[src/rtl/branch_predictor_2bit.sv]
// Bimodal beq predictor: 2-bit saturating counter table indexed by pc[INDEX_BITS+1:2].
// Fetch prediction and decode resolve are combinational; training and statistics update on posedge.
module branch_predictor_2bit #(
  parameter int PC_WIDTH   = 32,
  parameter int INDEX_BITS = 6,
  parameter int STAT_WIDTH = 16
) (
  input  logic                  i_clk,
  input  logic                  i_rst_n,
  input  logic [PC_WIDTH-1:0]   i_fetch_pc,
  input  logic [31:0]           i_fetch_instr,
  output logic                  o_pred_taken,
  output logic [PC_WIDTH-1:0]   o_pred_target,
  input  logic                  i_dec_branch,
  input  logic                  i_dec_advance,
  input  logic [PC_WIDTH-1:0]   i_dec_pc,
  input  logic                  i_dec_pred_taken,
  input  logic                  i_dec_taken,
  input  logic [PC_WIDTH-1:0]   i_dec_target,
  output logic                  o_mispredict,
  output logic [PC_WIDTH-1:0]   o_redirect_pc,
  output logic [STAT_WIDTH-1:0] o_branch_count,
  output logic [STAT_WIDTH-1:0] o_mispred_count
);

  localparam int         ENTRIES  = 1 << INDEX_BITS;
  localparam logic [5:0] OP_BEQ   = 6'b000100;
  localparam logic [1:0] CTR_SNT  = 2'b00;
  localparam logic [1:0] CTR_WNT  = 2'b01;
  localparam logic [1:0] CTR_ST   = 2'b11;

  logic [1:0]            r_table [ENTRIES];
  logic [STAT_WIDTH-1:0] r_branch_count;
  logic [STAT_WIDTH-1:0] r_mispred_count;

  logic                  w_is_beq;
  logic [INDEX_BITS-1:0] w_fidx;
  logic [INDEX_BITS-1:0] w_didx;
  logic [PC_WIDTH-1:0]   w_fetch_seq;
  logic [PC_WIDTH-1:0]   w_imm_ext;
  logic [PC_WIDTH-1:0]   w_taken_tgt;
  logic                  w_upd;
  logic                  w_mispredict;
  logic [1:0]            w_cur_ctr;
  logic [1:0]            w_next_ctr;
  logic [9:0]            w_unused_instr;

  // Register fields are not needed for predecode; only opcode and offset matter.
  assign w_unused_instr = i_fetch_instr[25:16];

  // ---------------- Fetch-side prediction ----------------
  assign w_is_beq    = (i_fetch_instr[31:26] == OP_BEQ);
  assign w_fidx      = i_fetch_pc[INDEX_BITS+1:2];
  assign w_fetch_seq = i_fetch_pc + PC_WIDTH'(4);
  // Word offset sign-extended and scaled to bytes; sum wraps at PC_WIDTH.
  assign w_imm_ext   = {{(PC_WIDTH-18){i_fetch_instr[15]}}, i_fetch_instr[15:0], 2'b00};
  assign w_taken_tgt = w_fetch_seq + w_imm_ext;

  assign o_pred_taken  = w_is_beq & r_table[w_fidx][1];
  assign o_pred_target = o_pred_taken ? w_taken_tgt : w_fetch_seq;

  // ---------------- Decode-side resolve ----------------
  assign w_upd        = i_dec_branch & i_dec_advance;
  assign w_mispredict = w_upd & (i_dec_taken != i_dec_pred_taken);
  assign w_didx       = i_dec_pc[INDEX_BITS+1:2];

  assign o_mispredict  = w_mispredict;
  assign o_redirect_pc = i_dec_taken ? i_dec_target : (i_dec_pc + PC_WIDTH'(4));

  always_comb begin
    w_cur_ctr  = r_table[w_didx];
    w_next_ctr = w_cur_ctr;
    if (i_dec_taken) begin
      if (w_cur_ctr != CTR_ST) w_next_ctr = w_cur_ctr + 2'd1;
    end else begin
      if (w_cur_ctr != CTR_SNT) w_next_ctr = w_cur_ctr - 2'd1;
    end
  end

  // Fetch reads the registered table, so a same-cycle update is seen next cycle.
  always_ff @(posedge i_clk or negedge i_rst_n) begin
    if (!i_rst_n) begin
      for (int i = 0; i < ENTRIES; i++) begin
        r_table[i] <= CTR_WNT;
      end
    end else if (w_upd) begin
      r_table[w_didx] <= w_next_ctr;
    end
  end

  // ---------------- Saturating statistics ----------------
  always_ff @(posedge i_clk or negedge i_rst_n) begin
    if (!i_rst_n) begin
      r_branch_count  <= '0;
      r_mispred_count <= '0;
    end else begin
      if (w_upd && (r_branch_count != '1)) begin
        r_branch_count <= r_branch_count + STAT_WIDTH'(1);
      end
      if (w_mispredict && (r_mispred_count != '1)) begin
        r_mispred_count <= r_mispred_count + STAT_WIDTH'(1);
      end
    end
  end

  assign o_branch_count  = r_branch_count;
  assign o_mispred_count = r_mispred_count;

endmodule

[config.mk]
export PLATFORM = sky130hd
export DESIGN_NAME = branch_predictor_2bit
export DESIGN_NICKNAME = d
export VERILOG_FILES = /design/src/rtl/branch_predictor_2bit.sv
export SDC_FILE = /design/constraint.sdc
export NUM_CORES = 1
export LEC_CHECK = 0
export ABC_AREA = 1
export CORE_MARGIN = 5
export CORE_UTILIZATION = 45
export CTS_BUF_LIST = sky130_fd_sc_hd__clkbuf_4
export DETAILED_ROUTE_END_ITERATION = 6
export GPL_TIMING_DRIVEN = 0
export PLACE_DENSITY = 0.66
export REMOVE_ABC_BUFFERS = 1
export SKIP_LAST_GASP = 1
export SLEW_MARGIN = 20
export SYNTH_ARGS = -nofsm -noshare
export SYNTH_HDL_FRONTEND = slang
export SYNTH_SLANG_ARGS = --single-unit
[constraint.sdc]
create_clock -name i_clk -period 8.3 [get_ports i_clk]
set_input_delay 1.66 -clock i_clk [delete_from_list [all_inputs] [get_ports i_clk]]
set_output_delay 1.66 -clock i_clk [all_outputs]
set_load 0.005 [all_outputs]
==> impl_metrics.ini <==
; physical design summary
[run_status]
run_status = finished, final reports clean

[die]
dieArea_mm2 = 0.0331
die_w_um = 182
core_util_floorplan_pct = 45.2
placement_rows = 63
ios = 232
dieHeight_um = 182
core-area_mm2 = 0.0294

[placement]
place_worst_setup_slack_ps = 73.3
placed_instance_area_mm2 = 0.0157
routabilityCongestion = 0.946
place_inst = 2728
place_hpwl_um = 33200
port_buffers = 217

[finish]
net_count_of_the_finished_layout = 2531
layout.cells.non_filler = 2766
fill_cell_total_of_the_finished_layout = 2955
syn_to_layout_area_delta_pct = 20.8
post-route-util_pct = 54.6
stdcell_area_mm2 = 0.0161
post_route_cells_drive_above_1_share_pct = 5.19

[global_route]
grt_max_degree = 92
grt_use_total_pct = 27.0
first_global_vias = 13711
antenna_found_initial = 6
wire_length_of_the_first_global_routing_pass_um = 72400
grt.overflow.total = 0

[logic_synthesis]
ys_sh_simple_pct = 43.7
yosys_register_bits = 160
async_reset_ff_share_pct = 100
syn_inst = 2190
yosysWarningCount = 0
yosys-dominant-comb-family = simple AND/OR/NAND/NOR gates
ys_area_mm2 = 0.0133
edff_count_synth = 0
synth.cellmix.compoundShare_pct = 6.63
netlist-cell-type-count = 38
yosysSeqAreaShare_pct = 30.7
yosys-mux-area-fraction_pct = 0.0847
top_area_share_pct = 28.3
post_synth_fa_ha_maj_area_fraction_pct = 3.82
netlist_top_cells_count = sky130_fd_sc_hd__nand2_1, sky130_fd_sc_hd__inv_1, sky130_fd_sc_hd__nor2_1, sky130_fd_sc_hd__nand3_1, sky130_fd_sc_hd__o21ai_0
synthTopCellsByArea = sky130_fd_sc_hd__nand2_1, sky130_fd_sc_hd__dfrtp_1, sky130_fd_sc_hd__dfstp_2
synth_top_cell_by_area = sky130_fd_sc_hd__nand2_1
top_cell = sky130_fd_sc_hd__nand2_1
synth.cell_area_mm2 = 0.0133
synthXorXnorAreaFrac_pct = 6.13
syn_avg_cell_area_um2 = 6.07
predominant_post_synthesis_flop_cell = sky130_fd_sc_hd__dfrtp_1
synth.yosys.num_cells = 2190

[timing]
timing.final.crit_share_pct = 93.6
max_slew_violation_count = 0
final.setup_skew_ps = 34.7
timing_worst_slew_pin_value_ps = 867
finalHoldViolCount = 0
fin_ws_ps = 535
timing.hold.ws_ps = 476
clock.fmax_mhz = 129
finalSetupViolCount = 0
grt_setup_unrepaired = no
slew_headroom_pct = 42.0
fin_crit_ps = 7770

[worst_hold_path]
worstHoldEndpoint = r_table[34]
min-delay-path-class = flip-flop to flip-flop
hold_path.startpoint = r_table[34]
holdPathStages = 2

[worst_setup_path]
startpoint_of_the_most_critical_register_to_register_path = r_table[29]
wp_data_required_ps = 6640
setup.worst_path.start_class = primary input
worstPathArrival_ps = 6110
r2r-end = r_table[90]
path_class = primary input to primary output
timing.reg2reg.setup_slack_ps = 5730
critical_path_peak_fanout = 11
setup.worst_path.end_class = primary output
critical_path.startpoint = i_fetch_pc[4]
depth_of_the_worst_register_to_register_path = 15

[clock_network]
cts_buffer_depth = 2
numCtsBuffers = 17
tritoncts_clock_tree = done
clock_sinks = 160
clock_latency_reported_for_the_late_side_of_the_worst_skew_pair_ps = 600
clock_tree.root_cell = sky130_fd_sc_hd__clkbuf_4
cts_repair_resize_count = 0
htree_num_levels = 4
worst_setup_hold_path_clk_slew_ps = 140
cts-hold-fix-buffers = 0
post-cts-setup-buffer-count = 0

[power_and_ir_drop]
p_per_area_mw_per_mm2 = 127
max-vdd-ir-drop_mv = 0.118
p_leak_nw = 7.83

[detailed_routing]
ant_nets = 0
wirelength_met1_um = 20200
detailedRoute.firstIterationViolations = 1254
highest_layer = met4
avgViaCountPerCell = 5.22
routedWlPerCell_um = 16.5
met2_length_um = 21100
drt_pre_antenna_iters = 6
remaining_drc_errors = 0
wl_met3_um = 2980

[run]
tool_warnings = 43
maxCapViolCount = 0
-- cells by family after synthesis --
group                    count (synthesis)
AND/OR/NAND/NOR                       1446
AND-OR/OR-AND                          166
XOR/XNOR                                93
buffers and inverters                  284
adder cells (fa/ha/maj)                 40
multiplexers                             1
flip-flops                             160
-- power breakdown --
group	internal, W	total, W	switching [W]
logic	0.000266	0.000616	0.000351
clock network	0.000190	0.000527	0.000337
registers	0.000852	0.000903	0.0000507
total	0.00131	0.00205	0.000739
-- worst max-delay path: stages --
cell and delay (ps):
sky130_fd_sc_hd__clkdlybuf4s50_1 930, sky130_fd_sc_hd__nand2_1 180, sky130_fd_sc_hd__nor2_1 230, sky130_fd_sc_hd__nand3_1 230, sky130_fd_sc_hd__nor3_1 250, sky130_fd_sc_hd__nand2_1 120, sky130_fd_sc_hd__xnor2_1 400, sky130_fd_sc_hd__ha_1 360
sky130_fd_sc_hd__a21oi_1 210, sky130_fd_sc_hd__o21ai_0 170, sky130_fd_sc_hd__a21oi_1 270, sky130_fd_sc_hd__nand2_1 90, sky130_fd_sc_hd__nand2_1 60, sky130_fd_sc_hd__nand2_1 50, sky130_fd_sc_hd__o21ai_0 300, sky130_fd_sc_hd__clkdlybuf4s50_1 580
-- through the flow --
step	setup TNS, ps	total power, W
floorplan	0	0.00121
global placement	-447450	0.00151
detailed placement	0	0.00153
CTS	0	0.00205
global route	0	0.00216
finish	0	0.00205
-- registers in the layout (all words and copies together), names as in the netlist --
signal,flops
r_table,128
o_mispred_count,16
o_branch_count,16
-- routing by layer --
metal  GRT usage (%)  vias to the layer above
met1            36.8                     6607
li1                -                     7193
met3            3.97                       93
met2            43.8                      542
met5               0                        -
met4            9.49                        0
-- worst max-delay path by stage --
stage / slack, ps / end / cells past startpoint
detailed placement: 70 / o_pred_target[19] / 17
global route: 70 / o_pred_target[27] / 18
floorplan: 2640 / o_pred_target[17] / 14
finish: 530 / o_pred_target[19] / 16
CTS: 50 / o_pred_target[19] / 17
global placement: -2860 / r_table[72] / 16
-- layout by cell type (no fill, tap or decap), drive strengths merged, types with 2 or more instances in the layout --
cell type,count
nor2,195
o21a,2
o211ai,8
dfstp,64
inv,211
bufinv,2
clkbuf,18
clkinv,8
nor4,7
clkinvlp,2
o21bai,2
or2,3
o21ai,98
nand3,138
xor2,58
nor3,68
xnor2,35
a21oi,48
clkdlybuf4s50,210
nand3b,3
dfrtp,96
buf,13
ha,39
nand4,25
a21o,6
diode,6
nand2,1004
-- area by class of cell --
class	instances	area, µm²	area share, %
Multi-Input combinational cell	1746	8060	50.2
Sequential cell	160	4080	25.4
Timing Repair Buffer	224	2320	14.4
Inverter	208	785	4.89
Tap cell	390	488	3.04
Clock inverter	15	179	1.11
Clock buffer	17	128	0.795
Antenna cell	6	15.0	0.0935
Fig. 1: met1 routing
Bar = 50 µm. Supply wires on this layer in grey.
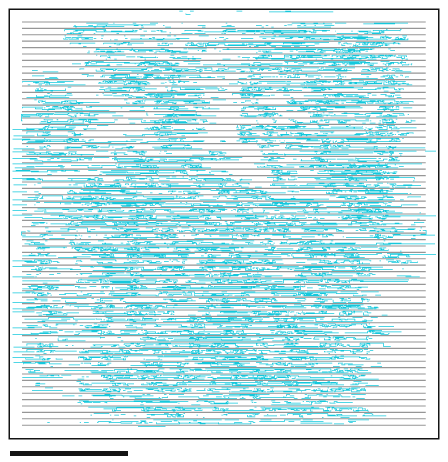
nets with wire on the layer: 2,332
wire length on this layer: 20.2 mm
longest straight run: 67.6 µm
main direction: horizontal
share of all routed wire: 44%
met1 Usage GRT: 36.8%
detailed-route wire length: 45,800 µm
total via count after detailed routing: 14,435

Fig. 2: met2 routing
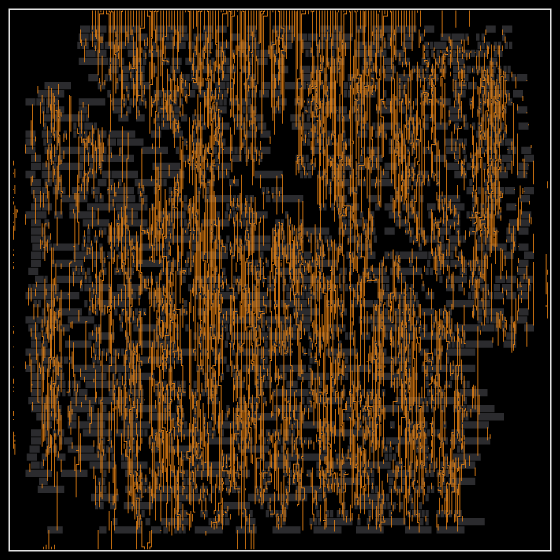
wire length on this layer: 21.1 mm
nets with wire on the layer: 1,927
main direction: vertical
longest straight run: 45.7 µm
met2 demand-to-capacity share in global routing: 43.8%

No activity file was given, so power comes from the tool's default toggle rates.
